<file path="src/rtl/ysyx_22040750_trap_ctrl.sv">
// Trap/CSR sequencer at MEM/WB: executes Zicsr ops in place and walks ecall, mret and
// timer-interrupt entry through the CSR file before redirecting the PC.
module ysyx_22040750_trap_ctrl #(
   parameter int unsigned         XLEN        = 64,
   parameter int unsigned         PC_W        = 32,
   parameter logic [XLEN-1:0]     ECALL_CAUSE = 64'd11,
   parameter logic [XLEN-1:0]     TIMER_CAUSE = 64'h8000_0000_0000_0007
) (
   input  logic            I_sys_clk,
   input  logic            I_rst_n,
   input  logic            I_valid,
   output logic            O_ready,
   input  logic [1:0]      I_csr_op,
   input  logic            I_ecall,
   input  logic            I_mret,
   input  logic            I_src_zero,
   input  logic [XLEN-1:0] I_src_data,
   input  logic [11:0]     I_csr_addr,
   input  logic [PC_W-1:0] I_pc,
   input  logic [PC_W-1:0] I_next_pc,
   input  logic            I_timer_irq,
   input  logic            I_mstatus_mie,
   input  logic            I_pipe_empty,
   input  logic [XLEN-1:0] I_csr_rd_data,
   output logic            O_csr_wen,
   output logic            O_csr_intr_wr,
   output logic            O_csr_intr_rd,
   output logic            O_csr_mret_wr,
   output logic            O_csr_mret_rd,
   output logic [11:0]     O_rd_addr,
   output logic [11:0]     O_wr_addr,
   output logic [XLEN-1:0] O_wr_data,
   output logic [PC_W-1:0] O_intr_pc,
   output logic [XLEN-1:0] O_intr_no,
   output logic [XLEN-1:0] O_rd_wb_data,
   output logic            O_stall,
   output logic            O_flush,
   output logic            O_redirect_valid,
   output logic [PC_W-1:0] O_redirect_pc
);

   typedef enum logic [2:0] {StIdle, StDrain, StTrap, StMret, StRedir} state_e;

   state_e          state_q, state_d;
   logic [PC_W-1:0] pc_q, pc_d;
   logic [PC_W-1:0] target_q, target_d;
   logic [XLEN-1:0] cause_q, cause_d;

   logic            idle, csr_fire;
   logic [XLEN-1:0] csr_wdata;

   assign idle     = (state_q == StIdle);
   // ecall/mret outrank a CSR op carried by the same instruction
   assign csr_fire = idle && I_valid && !I_ecall && !I_mret && (I_csr_op != 2'b00);

   always_comb begin
      csr_wdata = I_src_data;
      case (I_csr_op)
         2'b10:   csr_wdata = I_csr_rd_data | I_src_data;
         2'b11:   csr_wdata = I_csr_rd_data & ~I_src_data;
         default: csr_wdata = I_src_data;
      endcase
   end

   always_comb begin
      state_d  = state_q;
      pc_d     = pc_q;
      target_d = target_q;
      cause_d  = cause_q;
      case (state_q)
         StIdle: begin
            if (I_valid && I_ecall) begin
               pc_d    = I_pc;
               cause_d = ECALL_CAUSE;
               state_d = StTrap;
            end else if (I_valid && I_mret) begin
               state_d = StMret;
            end else if (I_valid && (I_csr_op != 2'b00)) begin
               state_d = StIdle;
            end else if (I_timer_irq && I_mstatus_mie) begin
               cause_d = TIMER_CAUSE;
               state_d = StDrain;
            end
         end
         StDrain: begin
            pc_d = I_next_pc;
            if (I_pipe_empty) state_d = StTrap;
         end
         StTrap: begin
            target_d = {I_csr_rd_data[PC_W-1:2], 2'b00};
            state_d  = StRedir;
         end
         StMret: begin
            target_d = I_csr_rd_data[PC_W-1:0];
            state_d  = StRedir;
         end
         StRedir: state_d = StIdle;
         default: state_d = StIdle;
      endcase
   end

   always_ff @(posedge I_sys_clk or negedge I_rst_n) begin
      if (!I_rst_n) begin
         state_q  <= StIdle;
         pc_q     <= '0;
         target_q <= '0;
         cause_q  <= '0;
      end else begin
         state_q  <= state_d;
         pc_q     <= pc_d;
         target_q <= target_d;
         cause_q  <= cause_d;
      end
   end

   always_comb begin
      O_ready          = idle;
      O_csr_wen        = csr_fire && !(I_src_zero && (I_csr_op != 2'b01));
      O_rd_addr        = csr_fire ? I_csr_addr : '0;
      O_wr_addr        = csr_fire ? I_csr_addr : '0;
      O_wr_data        = csr_fire ? csr_wdata : '0;
      O_rd_wb_data     = csr_fire ? I_csr_rd_data : '0;
      O_csr_intr_wr    = (state_q == StTrap);
      O_csr_intr_rd    = (state_q == StTrap);
      O_intr_pc        = (state_q == StTrap) ? pc_q : '0;
      O_intr_no        = (state_q == StTrap) ? cause_q : '0;
      O_csr_mret_wr    = (state_q == StMret);
      O_csr_mret_rd    = (state_q == StMret);
      O_stall          = !idle;
      O_flush          = (state_q == StRedir);
      O_redirect_valid = (state_q == StRedir);
      O_redirect_pc    = (state_q == StRedir) ? target_q : '0;
   end

endmodule

</file>
<file path="config.mk">
export PLATFORM = sky130hd
export DESIGN_NAME = ysyx_22040750_trap_ctrl
export DESIGN_NICKNAME = d
export VERILOG_FILES = /design/src/rtl/ysyx_22040750_trap_ctrl.sv
export SDC_FILE = /design/constraint.sdc
export NUM_CORES = 1
export LEC_CHECK = 0
export CORE_AREA = 2 2 196 198
export CTS_CLUSTER_DIAMETER = 60
export DETAILED_ROUTE_END_ITERATION = 8
export DIE_AREA = 0 0 198 200
export GPL_TIMING_DRIVEN = 0
export HOLD_SLACK_MARGIN = 0.1
export PLACE_DENSITY = 0.47
export SYNTH_ARGS = -nofsm -noshare
export SYNTH_HDL_FRONTEND = slang
export SYNTH_SLANG_ARGS = --single-unit
</file>
<file path="constraint.sdc">
create_clock -name I_sys_clk -period 3.3 [get_ports I_sys_clk]
set_input_delay 0.99 -clock I_sys_clk [delete_from_list [all_inputs] [get_ports I_sys_clk]]
set_output_delay 0.99 -clock I_sys_clk [all_outputs]
set_load 0.005 [all_outputs]
</file>
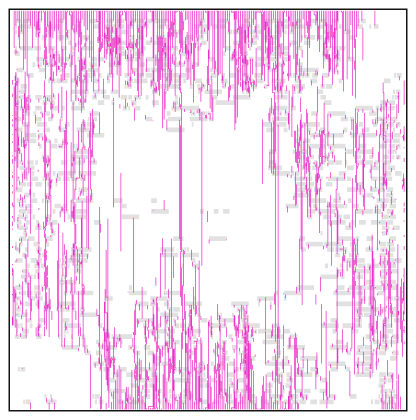
Fig. 1. M2 wires.
Scale: 2 px per µm. Cells faint in the background.
longest straight run: 107 µm
share of all routed wire: 50%
wire length on this layer: 15,400 µm
main direction: vertical

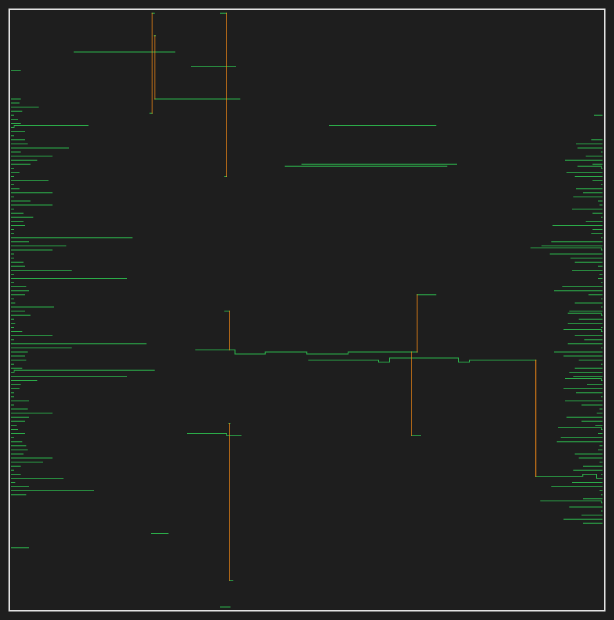
Fig. 2. Routed metal, one color a layer.
Scale: 3 px per µm. Two of the layers only.
| layer | color | wire length |
|---|---|---|
| metal 4 | orange | 260 µm |
| metal 3 | green | 1,880 µm |

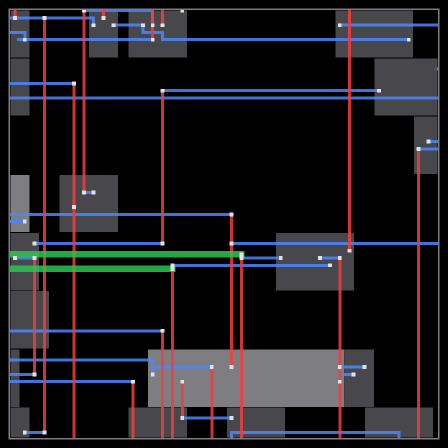
Fig. 3. Close-up of the layout.
Window x 138 to 158, y 140 to 160 µm. Cells in gray, sequential cells in the stronger gray; small squares are vias.
| layer | color |
|---|---|
| metal 1 | blue |
| metal 2 | red |
| metal 3 | green |
netlist names of flops here include: cause_q (1)
cells with their middle in the window: 13
sequential cells in the window: 1

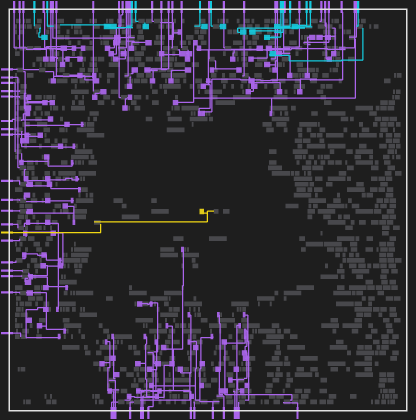
Fig. 4. I/O nets highlighted.
Scale: 2 px per µm.
| port | color | bits | direction | edge | end cells | buffers | wire |
|---|---|---|---|---|---|---|---|
| O_csr_mret_rd | yellow | 1 | output | left | 1 | 1 | 116 µm |
| I_csr_addr | cyan | 12 | input | top | 12 | 12 | 325 µm |
| I_csr_rd_data | purple | 64 | input | 31 top, 18 left, 15 bottom | 160 | 64 | 3,330 µm |

==> impl_metrics.ini <==
; generated from flow reports
[power_and_ir_drop]
combPwrFrac_pct = 57.8
p_clk_share_pct = 16.2
top_power_group = combinational logic
powerDensity_nw_per_um2 = 465
ir_worst_vdd_mv = 0.244
p_seq_share_pct = 26.1
p_int_mw = 3.65
p_leak_nw = 5.64
p_sw_share_pct = 35.8
seq-power_mw = 1.48
p_comb_mw = 3.28

[critical_path]
critPathRequiredTime_ns = 2.31
slowest_delay_ns = 0.55
critical-path-top-delay-family = buffers and inverters
path_depth = 7
rr_endpoint = pc_q[16]$_DFFE_PN0P_
crit_chain = clkbuf_16 > nor2_4 > or4_4 > buf_12 > buf_12 > a21oi_2 > buf_2
r2r-start = state_q[1]$_DFFE_PN0P_
startpoint_type = primary input
crit_buf_inv = 4
setup.worst_path.end_class = output pin
path_class = in2out
r2r_setup_slack_ns = 0.83
crit_path_frequent_cell = buf_12

[timing]
whs_ns = 0.461
max_slew_margin_pct = 51.1
finalCriticalPeriod_ns = 3.32
timing.fmax_mhz = 301
setup-violations-final = 6
worstMarginPinSlew_ns = 0.734
finalCritPeriodShare_pct = 101
setup_ws_ns = -0.0210
hold_viol = 0

[hold_path]
hold_class = reg2reg
whs_path_depth = 2
worstHoldStart = target_q[0]$_DFFE_PN0P_

[synthesis]
synthesis.area_um2 = 6010
mux_area_share_pct = 12.0
syn_area_per_cell_um2 = 8.28
xor_area_share_pct = 0
ys_types = 34
flop_cell = dfrtp_1
async_reset_ff_share_pct = 100
yosysWarnings = 0
yosys_area_um2 = 6010
ys_top_logic_family = simple AND/OR/NAND/NOR gates
aoi_share_pct = 10.2
syn_inst = 726
yosysSeqAreaShare_pct = 29.1

[placed_design]
dpl.hpwl_um = 24300
gp_congestion = 0.778
post_dp_cell_area_um2 = 11300
post-place-ws_ns = -1.67
dp.cells = 1739

[cts]
root_buffer = clkbuf_16
post_cts_resized = 720
htreeDepth = 3
clock-sinks = 70
post_cts_buffers = 22
holdBufCountCts = 0
path_clk_slew_ns = 0.07
cts_tree = built
clock_path_buffers = 2

[grt]
grt-busiest-layer = met2
grt_use_met2_pct = 25.6
antenna_found_initial = 0
met1_usage_pct = 18.5
grt_pass1_vias = 6616
grt_max_degree = 40

[status]
violations = negative setup slack
outcome = complete, but fails checks

[cells_and_area]
seq_area_um2 = 1760
stdcell_count = 1789
drive_gt1_share_pct = 37.8
logic_area_um2 = 3920
fillCellCount = 3964
final_util_pct = 32.7
diodes = 0

[detailed_routing]
routedWlPerCell_um = 17.1
highest_layer = met4
met2_length_um = 15400
ant_nets = 0
drc_errors = 0
drt_iter0_markers = 153
dr.pass1.iters = 4
routed_wl_um = 30600

[floorplan]
fp.dieW_um = 198
std_cell_rows = 71
ioPinCount = 504
die_h_um = 200
core-area_um2 = 37400

[flow_run]
tool_warnings = 28
maxCapViolCount = 0
## how the worst max path moves through the flow
stage,slack [ns],endpoint,startpoint
floorplan,0.18,O_wr_data[13],I_csr_op[1]
global placement,-1.70,O_rd_wb_data[61],I_valid
detailed placement,-1.67,O_rd_wb_data[34],I_valid
CTS,-0.08,O_rd_wb_data[22],I_mret
global route,-0.06,O_wr_data[21],I_csr_op[1]
finish,-0.02,O_wr_data[15],I_csr_op[1]
## cells in the mapped netlist (2+ instances only)
cell type	n	share of area, %
nor2_1	2	0.12
o21ai_0	2	0.17
clkbuf_2	5	0.42
a21oi_1	16	1.3
buf_2	4	0.33
a21oi_2	50	7.3
a22o_1	3	0.44
nand3_1	3	0.25
clkbuf_1	34	2.1
buf_6	6	1.1
dfrtp_1	70	29
nand2_1	161	10
buf_4	76	9.5
nand3b_1	64	8.0
and2_1	143	15
a32oi_1	2	0.29
nand2b_1	3	0.31
nor3_1	3	0.25
mux2_2	64	12
## sequential cells by signal, summed over array words and instances, names as in the netlist
register and flops:
state_q 3, target_q 32, cause_q 3, pc_q 32
## cell type report
class	count	area share [%]
clock inverter	6	0.317
tap	511	5.23
buffer	122	8.88
timing repair buffer	482	37.2
inverter	3	0.102
multi-input combinational	586	32.1
sequential	70	14.4
clock buffer	9	1.84
## placed cells by master, fill, tap and decap left out, types with 21 or more instances in the layout
| master | instances |
|---|---|
| buf_4 | 89 |
| clkdlybuf4s50_1 | 277 |
| and2_1 | 101 |
| nand3b_1 | 64 |
| nand2_1 | 160 |
| dfrtp_1 | 67 |
| a21oi_2 | 56 |
| mux2_2 | 64 |
| and2_4 | 42 |
| conb_1 | 59 |
| buf_2 | 96 |
| clkbuf_16 | 21 |
| buf_6 | 43 |
